File: src/rtl/carry_compress_pkg.sv
// Shared definitions for the carry-compression pipeline: mode encoding and
// the per-column count width.
package carry_compress_pkg;

   typedef enum logic {
      MODE_EXACT  = 1'b0,
      MODE_APPROX = 1'b1
   } mode_e;

   // Bits needed to hold a count of 0..depth.
   function automatic int cw_of(input int depth);
      return $clog2(depth + 1);
   endfunction

endpackage

File: src/rtl/carry_compress_column.sv
// One partial-product column: input-side reduction (raw bits or group-OR
// carries, plus lossy flag) and output-side popcount of the registered vector.
module carry_compress_column
   import carry_compress_pkg::*;
#(
   parameter int DEPTH = 4,
   parameter int GROUP = 2,
   parameter int CW    = cw_of(DEPTH)
) (
   input  logic [DEPTH-1:0] bits_i,
   input  logic             mode_i,
   output logic [DEPTH-1:0] red_o,
   output logic             lossy_o,
   input  logic [DEPTH-1:0] red_q_i,
   output logic [CW-1:0]    count_o
);

   localparam int NG = DEPTH / GROUP;

   // NOTE: every output of a combinational block gets a default first, so no
   // path leaves it unassigned and no latch is inferred.
   always_comb begin
      red_o   = bits_i;
      lossy_o = 1'b0;
      if (mode_e'(mode_i) == MODE_APPROX) begin
         red_o = '0;
         for (int g = 0; g < NG; g++) begin
            red_o[g] = |bits_i[g*GROUP +: GROUP];
            // Any two set bits in the same group collapse into one carry.
            for (int a = 0; a < GROUP; a++) begin
               for (int b = a + 1; b < GROUP; b++) begin
                  if (bits_i[g*GROUP + a] && bits_i[g*GROUP + b]) lossy_o = 1'b1;
               end
            end
         end
      end
   end

   // Approximate carries sit in the low bits with zeros above, so a plain
   // popcount serves both modes.
   always_comb begin
      count_o = '0;
      for (int i = 0; i < DEPTH; i++) begin
         count_o = count_o + CW'(red_q_i[i]);
      end
   end

endmodule

File: src/rtl/carry_compress_pipe.sv
// Two-stage column compressor with valid/ready flow control and a saturating
// counter of lossy approximate beats.
module carry_compress_pipe
   import carry_compress_pkg::*;
#(
   parameter  int COLS  = 8,
   parameter  int DEPTH = 4,
   parameter  int GROUP = 2,
   parameter  int ERRW  = 16,
   localparam int CW    = cw_of(DEPTH)
) (
   input  logic                  clk,
   input  logic                  rst_n,
   input  logic                  in_valid,
   output logic                  in_ready,
   input  logic [COLS*DEPTH-1:0] in_bits,
   input  logic                  mode,
   output logic                  out_valid,
   input  logic                  out_ready,
   output logic [COLS*CW-1:0]    out_sum,
   output logic                  out_mode,
   input  logic                  err_clr,
   output logic [ERRW-1:0]       err_cnt
);

   if (GROUP < 2 || GROUP > 4 || (DEPTH % GROUP) != 0) begin : g_bad_group
      $error("carry_compress_pipe: illegal GROUP/DEPTH combination");
   end

   localparam logic [ERRW-1:0] ERR_MAX = '1;

   logic                  s1_valid_q, s2_valid_q;
   logic [COLS*DEPTH-1:0] s1_red_q;
   logic                  s1_mode_q, s2_mode_q;
   logic [COLS*CW-1:0]    s2_sum_q;
   logic [ERRW-1:0]       err_q, err_d;

   logic [COLS*DEPTH-1:0] red_w;
   logic [COLS-1:0]       lossy_w;
   logic [COLS*CW-1:0]    count_w;
   logic                  en1, en2, accept;

   for (genvar c = 0; c < COLS; c++) begin : g_col
      carry_compress_column #(
         .DEPTH (DEPTH),
         .GROUP (GROUP),
         .CW    (CW)
      ) u_col (
         .bits_i  (in_bits[c*DEPTH +: DEPTH]),
         .mode_i  (mode),
         .red_o   (red_w[c*DEPTH +: DEPTH]),
         .lossy_o (lossy_w[c]),
         .red_q_i (s1_red_q[c*DEPTH +: DEPTH]),
         .count_o (count_w[c*CW +: CW])
      );
   end

   // A stage may load when it is empty or its contents leave this cycle.
   assign en2      = !s2_valid_q || out_ready;
   assign en1      = !s1_valid_q || en2;
   assign in_ready = en1;
   assign accept   = in_valid && en1;

   always_comb begin
      err_d = err_q;
      if (err_clr) begin
         err_d = '0;
      end else if (accept && (|lossy_w) && err_q != ERR_MAX) begin
         err_d = err_q + ERRW'(1);
      end
   end

   // NOTE: state registers use non-blocking assignments so every flop samples
   // the pre-edge values, independent of block evaluation order.
   // NOTE: data registers are reset as well so the outputs read zero after
   // reset, not just the valid flags.
   always_ff @(posedge clk or negedge rst_n) begin
      if (!rst_n) begin
         s1_valid_q <= 1'b0;
         s1_red_q   <= '0;
         s1_mode_q  <= MODE_EXACT;
         s2_valid_q <= 1'b0;
         s2_sum_q   <= '0;
         s2_mode_q  <= MODE_EXACT;
         err_q      <= '0;
      end else begin
         err_q <= err_d;
         if (en1) begin
            s1_valid_q <= in_valid;
            if (in_valid) begin
               s1_red_q  <= red_w;
               s1_mode_q <= mode;
            end
         end
         if (en2) begin
            s2_valid_q <= s1_valid_q;
            if (s1_valid_q) begin
               s2_sum_q  <= count_w;
               s2_mode_q <= s1_mode_q;
            end
         end
      end
   end

   assign out_valid = s2_valid_q;
   assign out_sum   = s2_sum_q;
   assign out_mode  = s2_mode_q;
   assign err_cnt   = err_q;

endmodule

File: config.mk
export PLATFORM = sky130hd
export DESIGN_NAME = carry_compress_pipe
export DESIGN_NICKNAME = d
export VERILOG_FILES = /design/src/rtl/carry_compress_pkg.sv /design/src/rtl/carry_compress_column.sv /design/src/rtl/carry_compress_pipe.sv
export SDC_FILE = /design/constraint.sdc
export NUM_CORES = 1
export LEC_CHECK = 0
export ABC_AREA = 1
export CAP_MARGIN = 20
export CORE_AREA = 2 2 123 125
export CTS_BUF_LIST = sky130_fd_sc_hd__clkbuf_4 sky130_fd_sc_hd__clkbuf_8
export DETAILED_ROUTE_END_ITERATION = 10
export DIE_AREA = 0 0 125 127
export GPL_TIMING_DRIVEN = 0
export PLACE_DENSITY = 0.58
export SYNTH_ARGS = -nofsm -noshare
export SYNTH_HDL_FRONTEND = slang
export SYNTH_HIERARCHICAL = 1
export SYNTH_SLANG_ARGS = --single-unit
File: constraint.sdc
create_clock -name clk -period 2.2 [get_ports clk]
set_input_delay 0.44 -clock clk [delete_from_list [all_inputs] [get_ports clk]]
set_output_delay 0.44 -clock clk [all_outputs]
set_load 0.02 [all_outputs]
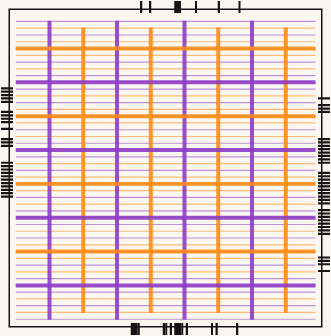
(run_1/pdn.png)
Pins as bars on the die edge.
legend:
  orange:
    net: VDD
  purple:
    net: VSS
met1 rails: 45
signal pins: 81
met5 straps: 8
rows: 44
met4 straps: 8

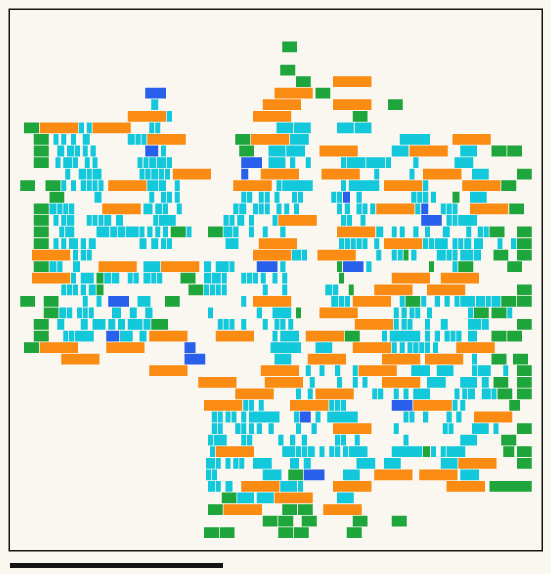
(run_1/cell_classes.png)
Bar = 50 µm.
legend:
  green:
    class: other buffers and delay cells
    cells: 93
    share_of_their_area: 17%
  cyan:
    class: all other logic
    cells: 441
    share_of_their_area: 44%
  orange:
    class: flip-flops
    cells: 76
    share_of_their_area: 36%
  blue:
    class: clock drivers and dummy loads
    cells: 16
    share_of_their_area: 3.2%

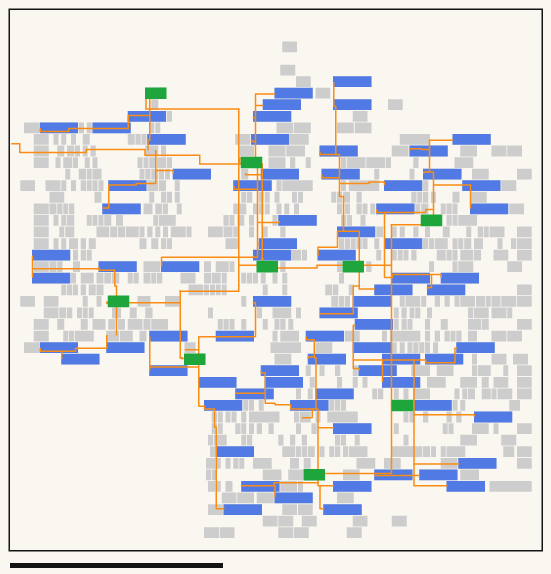
(run_1/clock_map.png)
Bar = 50 µm.
legend:
  orange:
    item: clock wires
    length: 1,090 µm
  green:
    item: cells driving clock nets
    count: 9
  blue:
    item: flip-flops
    count: 76
flops lie: spread over the die

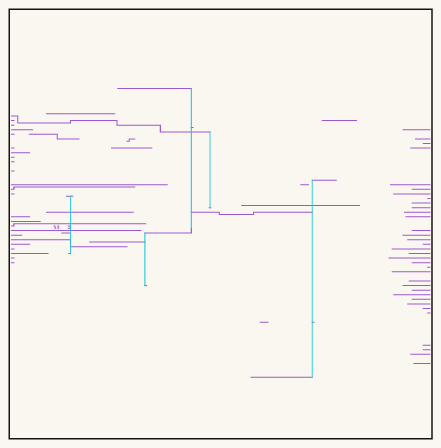
(run_1/metal_stack.png)
Only two layers are drawn.
legend:
  purple:
    layer: met3
    wire_length: 771 µm
  cyan:
    layer: met4
    wire_length: 155 µm

==> impl_metrics.csv, run 1 <==
group,metric,value,unit
power_and_ir_drop,power_switching,0.00142,W
global_routing,gr-max-usage-layer,"met2",
finish,finalInstanceArea,5520,µm²
synthesis,syn-cell-area,4280,µm²
clocking,cts.path.max_buffers,2,
finish,flop-count,76,
synthesis,synth.cellmix.compoundShare,0.0386,
finish,number_of_clock_buffers_in_the_layout,10,
clocking,postCtsHoldBufs,1,
synthesis,yosysTopAreaCell,"dfrtp_1",
detailed_routing,detailroute.via_count,3562,
run_status,status,"finished, final reports clean",
timing,setup_viol,0,
timing,relSlewSlack,0.623,
detailed_routing,route.detailed.wl_per_inst,12.4,µm
global_routing,grt_max_degree,52,
power_and_ir_drop,power.switching_fraction,0.339,
global_routing,globalRouteMet3Util,0.0486,
clocking,worstSkewPairLatency,0.36,ns
finish,area.sequential,1900,µm²
worst_setup_path,endpoint,"in_ready",
die,placement_rows,44,
finish,nonClkBufAreaFrac,0.161,
detailed_routing,drt_first_pass_iters,4,
power_and_ir_drop,p_clk_frac,0.230,
finish,nonClockBufferCount,93,
detailed_routing,ant_nets,0,
timing,worstMarginPinSlew,0.565,ns
synthesis,yosys.area_share.simple,0.260,
worst_setup_path,cp_data_required_time,1.76,ns
power_and_ir_drop,power_leakage,2.89,nW
worst_setup_path,path_common_cell,"clkdlybuf4s50_1",
worst_setup_path,slowest_cell_on_crit_path,"clkdlybuf4s50_1",
finish,layout.clock.cell_area_share,0.0311,
timing,max_freq,481,MHz
timing,setup_slack,0.119,ns
placed_design,preCtsSetupSlack,-0.325,ns
power_and_ir_drop,seq_power,0.00180,W
finish,flip_flop_and_latch_share_of_the_layout_cell_area,0.345,
worst_setup_path,critical_path_fanout_max,3,
worst_setup_path,path_cells,"clkdlybuf4s50_1 -> inv_1 -> nand3_2 -> clkdlybuf4s50_1",
clocking,post_cts_resize_count,0,
die,well_tap_count,184,
synthesis,yosysWarningCount,6,
clocking,postCtsSetupRepairBufs,0,
worst_setup_path,critPathTopFamily,"buffers and inverters",
global_routing,use_met2,0.219,
worst_hold_path,hold_end,"s1_red_q[9]",
synthesis,synth-seq-cells,76,
die,boundaryPins,81,
synthesis,synth-area-yosys,4280,µm²
worst_setup_path,startpoint_type,"input pin",
die,die.size.y,127,µm
die,floorplan.initialDensity,0.297,
power_and_ir_drop,p_comb,0.00143,W
synthesis,synthTopLogicFamily,"simple AND/OR/NAND/NOR gates",
finish,regMostFlops,"s1_red_q",
worst_setup_path,criticalPathCategory,"in2out",
die,floorplan.die_area,15900,µm²
finish,instances_no_fill,810,
die,die_w,125,µm
clocking,clock-root-buffer,"clkbuf_8",
global_routing,grt_remaining_overflow,0,
worst_setup_path,timing.reg2reg.worst_path_depth,6,
detailed_routing,viasPerCell,4.40,
worst_setup_path,path_buffers,3,
finish,fraction_of_final_layout_cells_with_drive_strength_greater_than_1,0.120,
worst_setup_path,critical_path.endpoint_type,"primary output",
global_routing,grt_use_total,0.136,
finish,sh_comb_area,0.358,
global_routing,groute.layer.met1.usage,0.169,
worst_setup_path,cp_slowest_stage_delay,0.60,ns
global_routing,grt_first_pass_wirelength,17.4,mm
timing,final_period_minus_worst_setup_slack,2.08,ns
==> run 2, diff against run 1 <==
--- a/config.mk
+++ b/config.mk
@@ -7,13 +7,12 @@
 export LEC_CHECK = 0
 export ABC_AREA = 1
 export CAP_MARGIN = 20
-export CORE_AREA = 2 2 123 125
+export CORE_AREA = 2 2 118 120
 export CTS_BUF_LIST = sky130_fd_sc_hd__clkbuf_4 sky130_fd_sc_hd__clkbuf_8
 export DETAILED_ROUTE_END_ITERATION = 10
-export DIE_AREA = 0 0 125 127
+export DIE_AREA = 0 0 120 122
 export GPL_TIMING_DRIVEN = 0
-export PLACE_DENSITY = 0.58
+export PLACE_DENSITY = 0.59
 export SYNTH_ARGS = -nofsm -noshare
 export SYNTH_HDL_FRONTEND = slang
-export SYNTH_HIERARCHICAL = 1
 export SYNTH_SLANG_ARGS = --single-unit
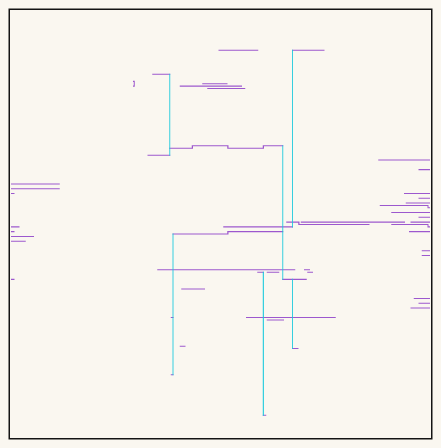
(run_2/metal_stack.png)
Only two layers are drawn.
legend:
  purple:
    layer: met3
    wire_length: 445 µm
  cyan:
    layer: met4
    wire_length: 212 µm

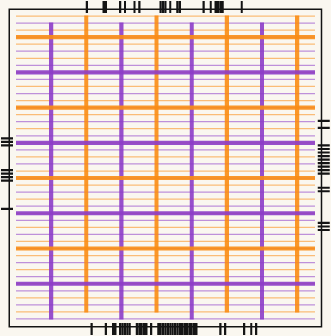
(run_2/pdn.png)
Pins as bars on the die edge.
legend:
  orange:
    net: VDD
  purple:
    net: VSS
met5 straps: 8
met1 rails: 44
rows: 43

==> run 2 against run 1 <==
Compared with the run above: non-clock buffer count grew 4; synthesized cell count shrank 19%; register-to-register slack gained 0.09 ns; worst hold slack lost 0.043 ns; fmax grew 0.35%; synthesized area shrank 8.7%; setup slack gained 0.0072 ns; clock-buffer cell count grew 1; flip-flop count is the same; largest power group unchanged; highest routed layer unchanged.
==> impl_metrics.csv, run 2 <==
group,metric,value,unit
run_status,status,"finished, final reports clean",
clocking,cts_htree_levels,3,
worst_setup_path,timing.reg2reg.worst_path_depth,4,
worst_setup_path,critical_path_fanout_max,3,
finish,nonClkBufAreaFrac,0.174,
finish,number_of_clock_buffers_in_the_layout,11,
power_and_ir_drop,total_power_draw,0.00435,W
worst_setup_path,critPathArrivalTime,1.63,ns
global_routing,grt_remaining_overflow,0,
synthesis,area_leaders,"dfrtp_1 49%, nand2_1 13%, mux2_2 6.9%",
finish,mostFrequentLayoutCell,"nand2_1",
synthesis,synth-area-yosys,3910,µm²
synthesis,synth.cellmix.compoundShare,0.0723,
timing,grt_setup_unrepaired,"no",
clocking,clock-root-buffer,"clkbuf_8",
finish,instances_no_fill,706,
die,floorplan.initialDensity,0.290,
clocking,cts.path.max_buffers,2,
die,die_w,120,µm
synthesis,synth.mux.area_fraction,0.0691,
detailed_routing,viasPerCell,4.49,
detailed_routing,total_met2_wirelength_after_detailed_routing,4.67,mm
worst_setup_path,path_common_cell,"clkdlybuf4s50_1",
finish,nonClockBufferCount,97,
clocking,clock_sink_count,76,
synthesis,common_cells,"136 x nand2_1, 76 x dfrtp_1, 37 x nor2_1, 33 x o21ai_0, 24 x mux2_2",
clocking,cts.clk_slew.worst_paths,0.08,ns
detailed_routing,dr.first_iter.drc_count,136,
clocking,postCtsHoldBufs,1,
synthesis,syn-cell-area,3910,µm²
synthesis,postSynthAreaPerCell,9.10,µm²
worst_setup_path,critPathTopFamily,"buffers and inverters",
global_routing,groute.layer.met1.usage,0.184,
detailed_routing,route.detailed.wl_per_inst,13.7,µm
finish,area_delta_synth_final,31.9,%
timing,relSlewSlack,0.636,
global_routing,grt_use_total,0.143,
global_routing,grt_first_pass_wirelength,16.3,mm
detailed_routing,met3_length,444,µm
die,floorplan.die_area,14600,µm²
detailed_routing,highest-signal-layer,"met4",
power_and_ir_drop,power_frac_comb,0.318,
worst_setup_path,cp_slowest_stage_delay,0.61,ns
synthesis,yosysWarningCount,0,
synthesis,synth-cells-yosys,430,
finish,regMostFlops,"s1_red_q",
detailed_routing,ant_nets,0,
worst_setup_path,critical_path.endpoint_type,"primary output",
worst_setup_path,cp_data_required_time,1.76,ns
finish,flop-count,76,
global_routing,gr-max-usage-layer,"met2",
worst_setup_path,criticalPathCategory,"in2out",
worst_setup_path,slowest_cell_on_crit_path,"clkdlybuf4s50_1",
die,core,13500,µm²
timing,max_freq,482,MHz
timing,setup_slack,0.126,ns
finish,largest_register_ff_count,32,
die,well_tap_count,180,
timing,worstMarginPinSlew,0.546,ns
finish,area.sequential,1900,µm²
worst_setup_path,endpoint,"in_ready",
timing,hold_ws,0.442,ns
finish,area_dominant_class,"sequential cells",
synthesis,synth-seq-cells,76,
clocking,postCtsSetupRepairBufs,0,
finish,nNonClkInverters,17,
detailed_routing,detailroute.via_count,3173,
synthesis,synthTopLogicFamily,"simple AND/OR/NAND/NOR gates",
global_routing,grt_max_degree,52,
placed_design,preCtsSetupSlack,0.0445,ns
synthesis,yosys.cell_types.count,30,
global_routing,use_met2,0.233,
die,die.size.y,122,µm
worst_hold_path,hold_end,"err_cnt[1]",
finish,fraction_of_final_layout_cells_with_drive_strength_greater_than_1,0.118,
power_and_ir_drop,power.switching_fraction,0.324,
synthesis,yosys.stat.seqShare,0.486,
finish,flip_flop_and_latch_share_of_the_layout_cell_area,0.369,
power_and_ir_drop,p_comb,0.00138,W
finish,finalInstanceArea,5160,µm²
power_and_ir_drop,seq_power,0.00184,W
finish,comb_area,1860,µm²
synthesis,top_cell,"nand2_1",
power_and_ir_drop,power_leakage,2.32,nW
synthesis,yosys.area_share.simple,0.224,
worst_setup_path,path_buffers,3,
synthesis,synth.cellmix.adderShare,0.0953,
finish,final_core_utilization,0.382,
worst_setup_path,startpoint_type,"input pin",
finish,sh_comb_area,0.361,
detailed_routing,drt_first_pass_iters,6,
timing,setup_viol,0,
global_routing,globalRouteMet3Util,0.0220,
finish,layout.clock.cell_area_share,0.0398,
die,boundaryPins,81,
synthesis,yosysTopAreaCell,"dfrtp_1",
clocking,post_cts_resize_count,0,
die,placement_rows,43,
synthesis,top_cell_area_share,0.486,
global_routing,antenna_found_initial,0,
worst_setup_path,path_cells,"clkdlybuf4s50_1 -> inv_1 -> nand3_2 -> clkdlybuf4s50_1",
power_and_ir_drop,power_switching,0.00141,W
timing,final_period_minus_worst_setup_slack,2.07,ns
finish,fillerInstances,1367,
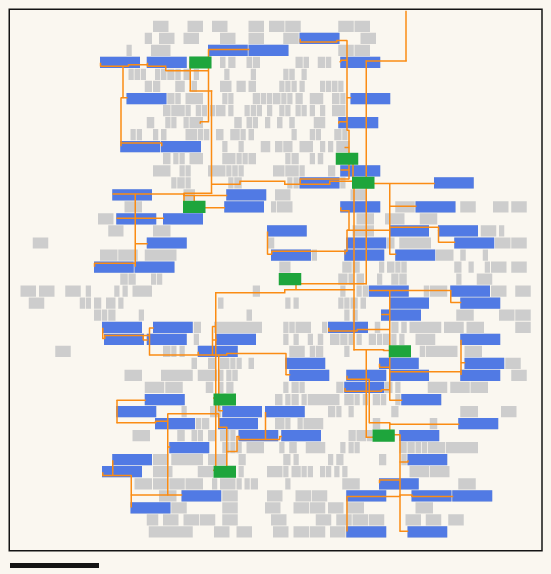
(run_2/clock_map.png)
Bar = 20 µm.
Clock Power Share: 0.259
worst-skew pair later-pin latency: 0.37 ns
clock network power: 0.00112 W

==> run 3, diff against run 2 <==
--- a/config.mk
+++ b/config.mk
@@ -5,12 +5,10 @@
 export SDC_FILE = /design/constraint.sdc
 export NUM_CORES = 1
 export LEC_CHECK = 0
-export ABC_AREA = 1
 export CAP_MARGIN = 20
-export CORE_AREA = 2 2 118 120
-export CTS_BUF_LIST = sky130_fd_sc_hd__clkbuf_4 sky130_fd_sc_hd__clkbuf_8
+export CORE_AREA = 2 2 116 118
 export DETAILED_ROUTE_END_ITERATION = 10
-export DIE_AREA = 0 0 120 122
+export DIE_AREA = 0 0 118 120
 export GPL_TIMING_DRIVEN = 0
 export PLACE_DENSITY = 0.59
 export SYNTH_ARGS = -nofsm -noshare
==> constraint.sdc (replaced) <==
create_clock -name clk -period 2.65 [get_ports clk]
set_input_delay 0.53 -clock clk [delete_from_list [all_inputs] [get_ports clk]]
set_output_delay 0.53 -clock clk [all_outputs]
set_load 0.02 [all_outputs]
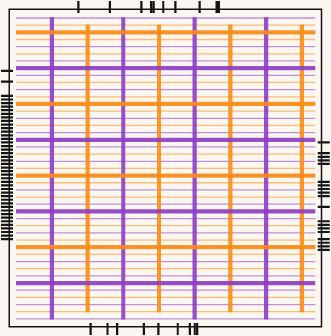
(run_3/pdn.png)
Pins as bars on the die edge.
legend:
  purple:
    net: VSS
  orange:
    net: VDD
met1 rails: 43
met4 straps: 8

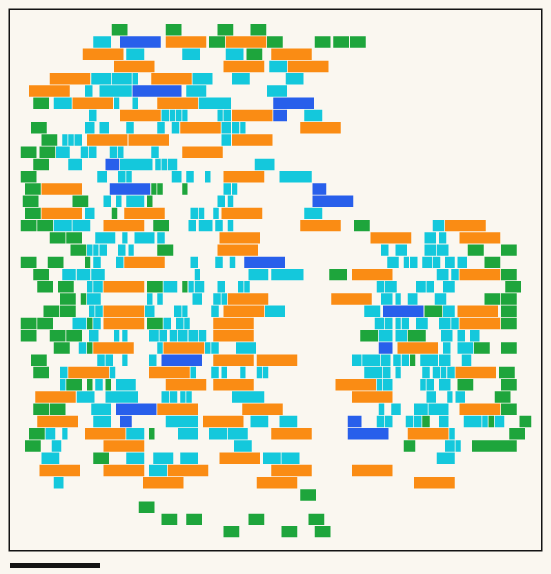
(run_3/cell_classes.png)
Bar = 20 µm.
legend:
  blue:
    class: clock drivers and dummy loads
    cells: 16
    share_of_their_area: 6.2%
  green:
    class: other buffers and delay cells
    cells: 102
    share_of_their_area: 19%
  cyan:
    class: all other logic
    cells: 259
    share_of_their_area: 36%
  orange:
    class: flip-flops
    cells: 76
    share_of_their_area: 38%
count of standard-cell rows: 42
area of all placed cells without fillers: 5170 µm²
placeable core region: 13,000 µm²
final standard cell utilization of the core: 0.398

==> run 3 against run 2 <==
Compared with the run above: critical path depth rose by 4; wire length down 4.3%; flip-flop count unchanged; final area increased by 0.19%; critical path type is now in2reg; power fell by 14%; sequential power decreased by about 20%; synthesized area fell by 2.5%.
==> impl_metrics.csv, run 3 <==
group,metric,value,unit
global_routing,globalRouteMet3Util,0.0433,
synthesis,synthTopLogicFamily,"simple AND/OR/NAND/NOR gates",
global_routing,antenna_found_initial,0,
finish,mostFrequentLayoutCell,"clkdlybuf4s50_1",
worst_setup_path,worst_r2r_src,"err_cnt[0]",
timing,relSlewSlack,0.563,
synthesis,postSynthAreaPerCell,10.7,µm²
global_routing,grt_pass1_vias,3207,
worst_setup_path,critical_path_fanout_max,10,
timing,setup_tns,0,ns
finish,inserted_diodes,0,
synthesis,yosysTopAreaCell,"dfrtp_1",
timing,period_used_share,0.873,
synthesis,number_of_instances_in_the_synthesized_netlist,356,
finish,nNonClkInverters,1,
power_and_ir_drop,total_power_draw,0.00373,W
synthesis,common_cells,"76 x dfrtp_1, 51 x nand2_1, 41 x o21ai_0, 29 x mux2_2, 20 x a21oi_1",
clocking,cts_made_buffers,9,
finish,number_of_clock_buffers_in_the_layout,9,
placed_design,gp_congestion,0.862,
worst_setup_path,criticalPathCategory,"in2reg",
finish,flop-count,76,
synthesis,ys.flop_type,"dfrtp_1",
finish,regMostFlops,"s1_red_q",
worst_setup_path,path_common_cell,"buf_6",
finish,area.sequential,1900,µm²
synthesis,synth-area-yosys,3810,µm²
power_and_ir_drop,power_leakage,2.16,nW
finish,instances_no_fill,629,
placed_design,place_inst,613,
worst_setup_path,critical_path.endpoint_type,"register",
timing,pins_over_slew_limit,0,
global_routing,groute.layer.met1.usage,0.178,
detailed_routing,drc_errors,0,
global_routing,use_met2,0.216,
clocking,tritoncts,"yes",
clocking,postCtsHoldBufs,0,
clocking,clock_sink_count,76,
synthesis,postSynthNetCount,419,
placed_design,io_buffers,80,
synthesis,yosysWarningCount,0,
synthesis,yosys.stat.seqShare,0.499,
power_and_ir_drop,power_per_cell_area,721,nW/µm²
detailed_routing,viasPerCell,4.85,
finish,sh_comb_area,0.347,
run_status,status,"finished, final reports clean",
power_and_ir_drop,p_comb,0.000974,W
timing,hold_viol,0,
finish,area_delta_synth_final,35.5,%
timing,setup_slack,0.336,ns
power_and_ir_drop,p_int,0.00261,W
detailed_routing,total_met2_wirelength_after_detailed_routing,4.23,mm
detailed_routing,highest-signal-layer,"met4",
worst_setup_path,endpoint,"err_cnt[5]",
global_routing,grt_max_degree,66,
power_and_ir_drop,power-top-group,"sequential cells",
placed_design,placement.cell_area,4860,µm²
power_and_ir_drop,pwr-share-seq,0.397,
global_routing,grt_first_pass_wirelength,15.6,mm
synthesis,area_leaders,"dfrtp_1 50%, mux2_2 8.6%, ha_1 5.6%",
finish,largest_register_ff_count,32,
synthesis,syn-cell-area,3810,µm²
power_and_ir_drop,power.switching_fraction,0.299,
detailed_routing,wirelength,9.27,mm
finish,logic_gate_count,258,
finish,fraction_of_final_layout_cells_with_drive_strength_greater_than_1,0.128,
clocking,cts.clk_slew.worst_paths,0.06,ns
finish,nonClkBufAreaFrac,0.182,
global_routing,gr-max-usage-layer,"met2",
detailed_routing,route.detailed.wl_per_inst,14.7,µm
detailed_routing,drt_first_pass_iters,4,
worst_setup_path,slowest_cell_on_crit_path,"clkdlybuf4s50_1",
power_and_ir_drop,seq_power,0.00148,W
flow_run,stage_log_warnings,26,
worst_setup_path,path_buffers,3,
worst_setup_path,startpoint_type,"input pin",
synthesis,synth-cells-yosys,356,
clocking,cts_htree_levels,3,
worst_setup_path,startpoint,"out_ready",
power_and_ir_drop,worst_ir_drop_vdd,286,µV
synthesis,yosys.cell_types.count,35,
detailed_routing,detailroute.via_count,3050,
timing,hold_ws,0.0311,ns
finish,comb_area,1800,µm²
timing,max_freq,432,MHz
synthesis,area_share_of_xor_xnor_cells_in_the_synthesized_design,0,
synthesis,synth.mux.area_fraction,0.0856,
finish,nonClockBufferCount,102,
detailed_routing,met3_length,657,µm
synthesis,yosys.area_share.simple,0.168,
worst_setup_path,critPathArrivalTime,2.54,ns
die,die.size.y,120,µm
power_and_ir_drop,power_switching,0.00112,W
synthesis,enable_flop_cells,0,
detailed_routing,wl_met1,4.19,mm
worst_setup_path,cp_slowest_stage_delay,0.46,ns
detailed_routing,ant_nets,0,
worst_setup_path,worst_r2r_endpoint,"err_cnt[5]",
synthesis,top_cell,"dfrtp_1",
die,well_tap_count,176,
timing,grt_setup_unrepaired,"no",
finish,layout.clock.cell_area_share,0.0593,
synthesis,synth.cellmix.adderShare,0.0977,
global_routing,grt_remaining_overflow,0,
worst_hold_path,hold_class,"in2async",
timing,final_period_minus_worst_setup_slack,2.31,ns
global_routing,grt_use_total,0.141,
flow_run,max_cap_viol_count,0,
clocking,post_cts_resize_count,0,
detailed_routing,dr.first_iter.drc_count,212,
timing,setup_viol,0,
worst_setup_path,timing.reg2reg.worst_path_depth,8,
synthesis,synth-seq-cells,76,
die,boundaryPins,81,
worst_setup_path,critPathTopFamily,"simple AND/OR/NAND/NOR gates",
clocking,clock-root-buffer,"clkbuf_16",
worst_setup_path,cp_data_required_time,2.88,ns
placed_design,preCtsSetupSlack,-0.0266,ns
worst_setup_path,number_of_cells_on_the_critical_path,8,
finish,area_dominant_class,"sequential cells",
finish,fillerInstances,1287,
finish,final_layout_top_logic_cells,"79 x clkdlybuf4s50_1, 76 x dfrtp_1, 51 x nand2_1, 41 x o21ai_0, 29 x mux2_2",
die,floorplan.die_area,14200,µm²
synthesis,async_reset_ff_frac,1.00,
timing,worstMarginPinSlew,0.656,ns
power_and_ir_drop,power_frac_comb,0.262,
clocking,cts.path.max_buffers,2,
clocking,postCtsSetupRepairBufs,0,
synthesis,top_cell_area_share,0.499,
die,floorplan.initialDensity,0.294,
placed_design,dpl.hpwl,7.00,mm
synthesis,synth.cellmix.compoundShare,0.120,
die,die_w,118,µm
finish,flip_flop_and_latch_share_of_the_layout_cell_area,0.368,
worst_setup_path,path_cells,"clkdlybuf4s50_1 -> nand3b_2 -> nand3_1 -> or2_1 -> buf_6 -> buf_6 -> nor4_1 -> mux2_2",
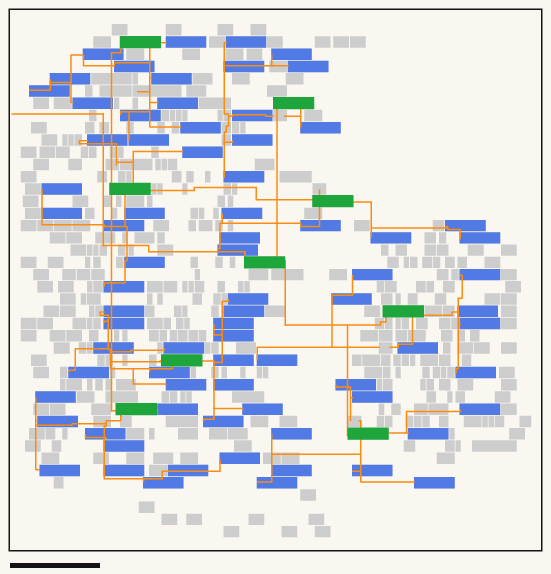
(run_3/clock_map.png)
Bar = 20 µm.
legend:
  orange:
    item: clock wires
    length: 1,080 µm
  blue:
    item: flip-flops
    count: 76
  green:
    item: cells driving clock nets
    count: 9
routed clock nets: 10
worst-skew pair later-pin latency: 0.35 ns
Clock Power Share: 0.341
clock network power: 0.00127 W
worst setup skew after layout: 0.00737 ns


==> notes/layouts.md <==
Pictures saved along the way, in no particular order.

Clock wiring as the flow saved it.
Plate I
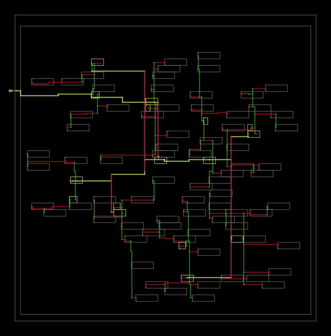
Plate II
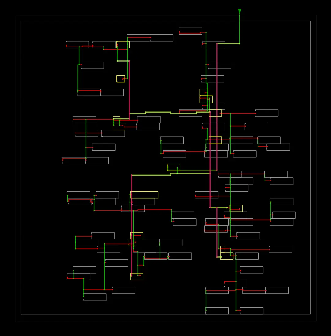
Plate III
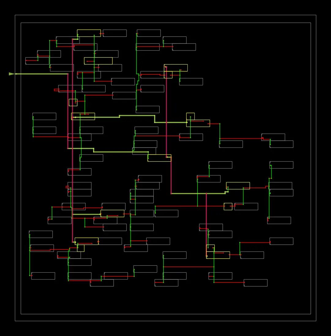
Plate III comes from run 3.
Plate I comes from run 1.
Plate II comes from run 2.

No activity file was given, so power comes from the tool's default toggle rates.
